### Cells by drive strength

Drawn at 6 px/um.
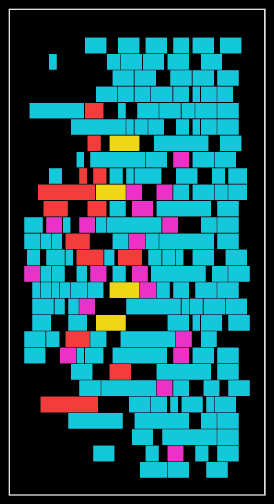
### Signal wires by layer

Drawn at 6 px/um. Two of the layers only.
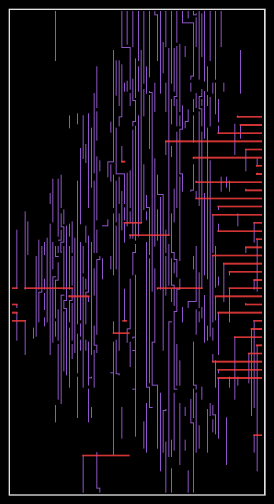
### Routed metal per tile

Drawn at 4 px/um. 8 x 16 tiles, from dark purple (low) to yellow (high), scaled to the fullest tile. Values are wire area over tile area, all layers added.
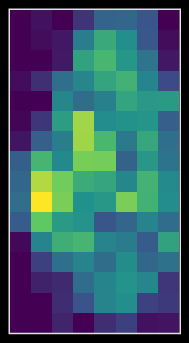
### Selected gate families

Drawn at 6 px/um.
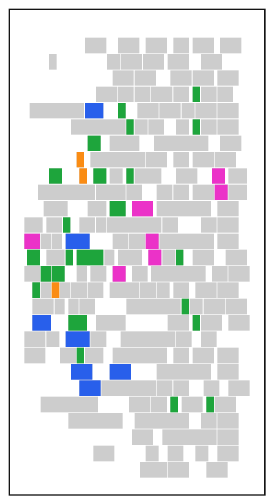
### Placement view

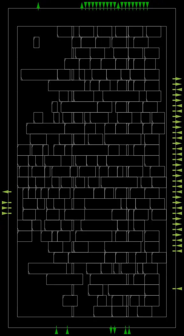
**src/rtl/uart_tx_arbiter.sv**
```systemverilog
// Round-robin arbiter that shares one 8N1 UART transmitter among N_REQ byte-stream requesters.
// Optional per-frame timeout is compiled in when UART_ARB_TIMEOUT_EN is defined.
module uart_tx_arbiter #(
    parameter int unsigned N_REQ          = 4,
    parameter int unsigned DATA_W         = 8,
    parameter int unsigned TIMEOUT_CYCLES = 24000,
    parameter int unsigned TO_W           = 16
) (
    input  logic                      hwclk,
    input  logic                      rst_n,
    input  logic [N_REQ-1:0]          req_valid,
    input  logic [N_REQ*DATA_W-1:0]   req_data,
    input  logic [N_REQ-1:0]          req_last,
    output logic [N_REQ-1:0]          req_ready,
    output logic [N_REQ-1:0]          grant,
    output logic                      tx_start,
    output logic [DATA_W-1:0]         tx_data,
    input  logic                      tx_done,
    output logic                      busy,
    output logic                      timeout_err,
    output logic [1:0]                state_dbg
);

    localparam int unsigned PTR_W = $clog2(N_REQ);

    typedef enum logic [1:0] {
        ST_IDLE = 2'd0,
        ST_SEND = 2'd1,
        ST_WAIT = 2'd2
    } state_e;

    state_e              state_q, state_d;
    logic [N_REQ-1:0]    grant_q, grant_d;
    logic [PTR_W-1:0]    ptr_q, ptr_d;
    logic                tx_start_q, tx_start_d;
    logic [DATA_W-1:0]   tx_data_q, tx_data_d;
    logic                last_q, last_d;

    logic                pick_found;
    logic [N_REQ-1:0]    pick_oh;
    logic [PTR_W-1:0]    pick_idx;

    logic                own_valid;
    logic                own_last;
    logic [DATA_W-1:0]   own_data;

    logic                to_hit;

    // Unreachable in a legal build; its presence in the hierarchy flags a bad parameter set.
    if (N_REQ < 2 || N_REQ > 8 || TIMEOUT_CYCLES < 2 ||
        TIMEOUT_CYCLES > (64'd1 << TO_W)) begin : g_cfg_out_of_range
    end

    // Search ptr+1 .. ptr+N_REQ modulo N_REQ: first the indices above ptr, then wrap to 0..ptr.
    always_comb begin
        pick_found = 1'b0;
        pick_oh    = '0;
        pick_idx   = '0;
        for (int j = 0; j < int'(N_REQ); j++) begin
            if (!pick_found && req_valid[j] && (PTR_W'(j) > ptr_q)) begin
                pick_found = 1'b1;
                pick_oh[j] = 1'b1;
                pick_idx   = PTR_W'(j);
            end
        end
        for (int j = 0; j < int'(N_REQ); j++) begin
            if (!pick_found && req_valid[j] && (PTR_W'(j) <= ptr_q)) begin
                pick_found = 1'b1;
                pick_oh[j] = 1'b1;
                pick_idx   = PTR_W'(j);
            end
        end
    end

    always_comb begin
        own_valid = |(req_valid & grant_q);
        own_last  = |(req_last & grant_q);
        own_data  = '0;
        for (int j = 0; j < int'(N_REQ); j++) begin
            if (grant_q[j]) begin
                own_data = own_data | req_data[j*DATA_W +: DATA_W];
            end
        end
    end

    always_ff @(posedge hwclk or negedge rst_n) begin
        if (!rst_n) begin
            state_q    <= ST_IDLE;
            grant_q    <= '0;
            ptr_q      <= PTR_W'(N_REQ - 1);
            tx_start_q <= 1'b0;
            tx_data_q  <= '0;
            last_q     <= 1'b0;
        end else begin
            state_q    <= state_d;
            grant_q    <= grant_d;
            ptr_q      <= ptr_d;
            tx_start_q <= tx_start_d;
            tx_data_q  <= tx_data_d;
            last_q     <= last_d;
        end
    end

    // Handshake: a byte moves when req_valid[i] and req_ready[i] are both high at a rising edge;
    // req_ready depends only on registered state, never on req_valid, and data/last are
    // sampled on that edge alone.
    always_comb begin
        state_d    = state_q;
        grant_d    = grant_q;
        ptr_d      = ptr_q;
        tx_start_d = 1'b0;
        tx_data_d  = tx_data_q;
        last_d     = last_q;
        case (state_q)
            ST_IDLE: begin
                if (pick_found) begin
                    grant_d = pick_oh;
                    ptr_d   = pick_idx;
                    state_d = ST_SEND;
                end
            end
            ST_SEND: begin
                if (own_valid) begin
                    tx_data_d  = own_data;
                    last_d     = own_last;
                    tx_start_d = 1'b1;
                    state_d    = ST_WAIT;
                end
            end
            ST_WAIT: begin
                if (tx_done) begin
                    if (last_q) begin
                        grant_d = '0;
                        state_d = ST_IDLE;
                    end else begin
                        state_d = ST_SEND;
                    end
                end else if (to_hit) begin
                    grant_d = '0;
                    state_d = ST_IDLE;
                end
            end
            default: begin
                grant_d = '0;
                state_d = ST_IDLE;
            end
        endcase
    end

    always_comb begin
        req_ready = (state_q == ST_SEND) ? grant_q : '0;
        busy      = (state_q != ST_IDLE);
        grant     = grant_q;
        tx_start  = tx_start_q;
        tx_data   = tx_data_q;
        state_dbg = state_q;
    end

`ifdef UART_ARB_TIMEOUT_EN
    localparam logic [TO_W-1:0] TO_LAST = TO_W'(TIMEOUT_CYCLES - 1);

    logic [TO_W-1:0] to_cnt_q, to_cnt_d;
    logic            to_err_q;

    always_comb begin
        to_cnt_d = to_cnt_q;
        if (state_q == ST_SEND && own_valid) begin
            to_cnt_d = '0;
        end else if (state_q == ST_WAIT) begin
            to_cnt_d = to_cnt_q + 1'b1;
        end
    end

    // A tx_done landing on the terminal count completes the frame normally.
    assign to_hit = (state_q == ST_WAIT) && (to_cnt_q == TO_LAST) && !tx_done;

    always_ff @(posedge hwclk or negedge rst_n) begin
        if (!rst_n) begin
            to_cnt_q <= '0;
            to_err_q <= 1'b0;
        end else begin
            to_cnt_q <= to_cnt_d;
            to_err_q <= to_hit;
        end
    end

    assign timeout_err = to_err_q;
`else
    assign to_hit      = 1'b0;
    assign timeout_err = 1'b0;
`endif

endmodule

```
**config.mk**
```make
export PLATFORM = sky130hd
export DESIGN_NAME = uart_tx_arbiter
export DESIGN_NICKNAME = d
export VERILOG_FILES = /design/src/rtl/uart_tx_arbiter.sv
export SDC_FILE = /design/constraint.sdc
export NUM_CORES = 1
export LEC_CHECK = 0
export CAP_MARGIN = 20
export CORE_ASPECT_RATIO = 2
export CORE_MARGIN = 2
export CORE_UTILIZATION = 37
export CTS_CLUSTER_SIZE = 25
export DETAILED_ROUTE_END_ITERATION = 7
export PLACE_DENSITY = 0.79
export SYNTH_ARGS = -nofsm -noshare
export SYNTH_HDL_FRONTEND = slang
export SYNTH_SLANG_ARGS = --single-unit
```
**constraint.sdc**
```tcl
create_clock -name hwclk -period 2 [get_ports hwclk]
set_clock_uncertainty 0.2 [all_clocks]
set_input_delay 0.4 -clock hwclk [delete_from_list [all_inputs] [get_ports hwclk]]
set_output_delay 0.4 -clock hwclk [all_outputs]
set_load 0.02 [all_outputs]
```
==> flow_summary_export.csv <==
group,metric,value,unit
detailed_routing,wirelength,3.758,mm
clock_network,clock_buffer_count_from_cts,3,
setup_path,worst-r2r-cell-count,6,
sta,setup_repair_after_global_routing_missed_its_margin,"false",
setup_path,path_class,"reg2out",
setup_path,timing.critical_path.required,1.40,ns
setup_path,worst-r2r-setup-slack,0.32,ns
pwr,power_per_cell_area,1530,nW/um^2
clock_network,cts-root-to-sink-buffers,2,
pwr,power.sequential.total,744,uW
logic_synthesis,ys.flop_type,"sky130_fd_sc_hd__dfrtp_1",
logic_synthesis,post_synth_num_cell_types,40,
global_route,wire_length_of_the_first_global_routing_pass,5.830,mm
cells_and_area,nFillCells,225,
global_route,grtUsageTotal,21.90,%
sta,timing.final.hold_violations,0,
place,port_buffers,62,
cells_and_area,antenna-diode-count,0,
clock_network,cts_root_buffer,"sky130_fd_sc_hd__clkbuf_8",
setup_path,rr_startpoint,"state_dbg[0]",
logic_synthesis,syn-instance-count,116,
cells_and_area,final_nets,232,
setup_path,crit_path_max_fanout,6,
pwr,leakagePower,0.7770,nW
pwr,seqPwrFrac,26.1,%
cells_and_area,areaGrowthSynthToFinish,71.38,%
global_route,gr-total-overflow,0,
place,gp_congestion,0.8137,
detailed_routing,wire_per_inst,17.32,um
place,dp_cells,213,
clock_network,cts_setup_buffers,0,
sta,setup_viol,0,
floorplan,number_of_standard_cell_rows_in_the_floorplan,27,
logic_synthesis,yosysChipArea,1089,sq um
logic_synthesis,fp_nets,159,
cells_and_area,postLayoutCellArea,1866,sq um
clock_network,tritoncts_clock_tree,"done",
setup_path,end_kind,"output port",
global_route,first_global_vias,1255,
floorplan,pin_count,64,
pwr,p_sw_share,42.64,%
logic_synthesis,ys_seq_share,41.61,%
detailed_routing,dr.first_iter.drc_count,30,
pwr,share_comb_of_total_power,63.6,%
sta,timing_max_transition_violations_final,0,
pwr,p_clk_share,10.3,%
floorplan,die-area,3418,sq um
place,placement.cell_area,1809,sq um
floorplan,starting_density_of_the_core,39.30,%
sta,post-route-worst-setup-slack,0.04572,ns
worst_hold_path,hold_path_class,"in2async",
pwr,irDropWorstVdd,0.0008361,V
logic_synthesis,synthesis.area_per_instance,9.384,sq um
run_status,run_status,"complete, no violations",
logic_synthesis,post-synth-top-area-fraction,36.78,%
clock_network,cts_max_level,1,
cells_and_area,final_layout_size_suffix_gt1_share,18.62,%
sta,finalCriticalPeriod,1.954,ns
pwr,cell_int_power,1.638,mW
setup_path,cp-start-kind,"register",
logic_synthesis,synth-edff-count,0,
floorplan,floorplan.die.height,80.71,um
clock_network,insertion_delay,0.26,ns
logic_synthesis,yosys_cells,116,
detailed_routing,drc,0,
global_route,grt_max_degree,19,
pwr,power_leader,"combinational logic",
logic_synthesis,synth_flop_count,18,
clock_network,cts_hold_repair.buffers,0,
place,preCtsSetupSlack,-0.1476,ns
clock_network,cts.reportedPaths.clkPinSlew,0.07,ns
cells_and_area,combGateArea,560.5,sq um
flow_run,warnings,26,
logic_synthesis,largest_area_cell,"sky130_fd_sc_hd__dfrtp_1",
floorplan,die_span_x,42.36,um
setup_path,critical_path.startpoint,"state_dbg[1]",
setup_path,crit_arrival,1.35,ns
cells_and_area,seq_cell_area,452.9,sq um
Notes on 'Cells by drive strength' above:
[red] _2 cells | cells: 13
[yellow] _6 and larger | cells: 4 | most used: clkbuf_8
[magenta] _3 and _4 cells | cells: 18 | most used: buf_4
[cyan] _0 and _1 cells | cells: 153 | most used: clkdlybuf4s50_1

Notes on 'Signal wires by layer' above:
[purple] metal 2 | wire length: 2,130 um
[red] metal 3 | wire length: 215 um

Notes on 'Routed metal per tile' above:
nearly empty tiles: 13%
fullest tile: 0.48
emptiest ninth of the die: north-west
densest ninth of the die: center
mean over tiles: 0.17
tiles over half the peak: 29%

Notes on 'Selected gate families' above:
[blue] non-inverting ao/oa cells | cells: 7
[green] nor cells | cells: 23 | most used: nor2_1
[orange] inv cells | cells: 3 | most used: inv_1
[magenta] and/or cells | cells: 7 | most used: and2_1

Notes on 'Placement view' above:
final non-filler cell total: 217
Well Taps: 29
flip-flops: 18
area of the core: 2770 sq um

==> stage by stage <==
stage / hold WS [ns] / TNS [ns] / total power, mW / utilization (%)
global placement: 0.3328 / -0.4442 / 2.536 / 65.31
finish: 0.2900 / 0 / 2.855 / 67.34
global route: 0.3320 / 0 / 3.041 / 67.34
floorplan: -0.09559 / 0 / 1.754 / -
CTS: 0.2944 / 0 / 2.857 / 67.07
detailed placement: 0.3412 / -1.411 / 2.588 / 65.31
==> cells in the mapped netlist (all sizes together), types with 2 or more instances <==
master	count
and2	4
o21ai	5
inv	3
dfstp	2
and2b	2
nor2b	3
buf	6
dfrtp	16
clkbuf	5
a31oi	10
nor2	16
a22oi	20
a21oi	4
==> final cells by class <==
class,count,area share [%]
tap,29,1.945
multi-input combinational,84,30.05
inverter,3,0.6036
sequential,18,24.28
clock buffer,4,2.951
timing repair buffer,79,40.17
==> worst min-delay path by stage <==
stage / from / endpoint / slack, ns / cells after the start
after CTS: rst_n / tx_data[2] / 0.29 / 2
final: rst_n / tx_data[7] / 0.29 / 2
after detailed placement: tx_data[6] / tx_data[6] / 0.34 / 2
after global routing: rst_n / tx_data[3] / 0.33 / 2
after global placement: tx_data[2] / tx_data[2] / 0.33 / 2
after floorplan: rst_n / grant[0] / -0.1 / 0
==> placed cells by master, fill, tap and decap left out, types with 2 or more instances in the layout <==
master | netlist | layout
sky130_fd_sc_hd__clkdlybuf4s50_1 | 0 | 55
sky130_fd_sc_hd__a22oi_1 | 20 | 20
sky130_fd_sc_hd__buf_4 | 1 | 17
sky130_fd_sc_hd__dfrtp_1 | 16 | 16
sky130_fd_sc_hd__nor2_1 | 14 | 14
sky130_fd_sc_hd__a31oi_1 | 10 | 10
sky130_fd_sc_hd__and2_1 | 4 | 4
sky130_fd_sc_hd__clkbuf_8 | 0 | 4
sky130_fd_sc_hd__o21ai_0 | 3 | 3
sky130_fd_sc_hd__a21oi_1 | 3 | 3
sky130_fd_sc_hd__nor2b_1 | 3 | 3
sky130_fd_sc_hd__dlygate4sd2_1 | 0 | 3
sky130_fd_sc_hd__nor2_2 | 2 | 2
sky130_fd_sc_hd__inv_1 | 2 | 2
sky130_fd_sc_hd__o21ai_1 | 2 | 2
sky130_fd_sc_hd__dlymetal6s2s_1 | 0 | 2
sky130_fd_sc_hd__clkdlybuf4s15_1 | 0 | 2
sky130_fd_sc_hd__dfstp_2 | 2 | 2
==> layer usage <==
metal  vias up  global-route usage (%)  part of all wire, %
li1        585                       -                    -
met1       594                   23.16                   36
met2        52                   43.08                   57
met3         4                   2.247                  5.7
met4         0                   7.500                  1.2
met5         -                       0                    0
==> state kept, by name, summed over array words and instances, names as in the netlist <==
register,count
last_q,1
tx_data,8
ptr_q,2
tx_start,1
state_dbg,2
grant,4
==> critical path, stage by stage, from the launching register on <==
cell and delay (ns):
sky130_fd_sc_hd__dfrtp_1 0.34, sky130_fd_sc_hd__buf_4 0.15, sky130_fd_sc_hd__clkdlybuf4s50_1 0.61
==> cell families after synthesis <==
group | Yosys count | share of synthesized area (%)
mux | 1 | 1.034
compound gates | 51 | 34.37
buf+inv | 14 | 6.896
other cells | 1 | 0.3445
flops | 18 | 41.61
simple gates | 31 | 15.75
Power figures rest on the tool's default switching activity, not on a simulated workload.
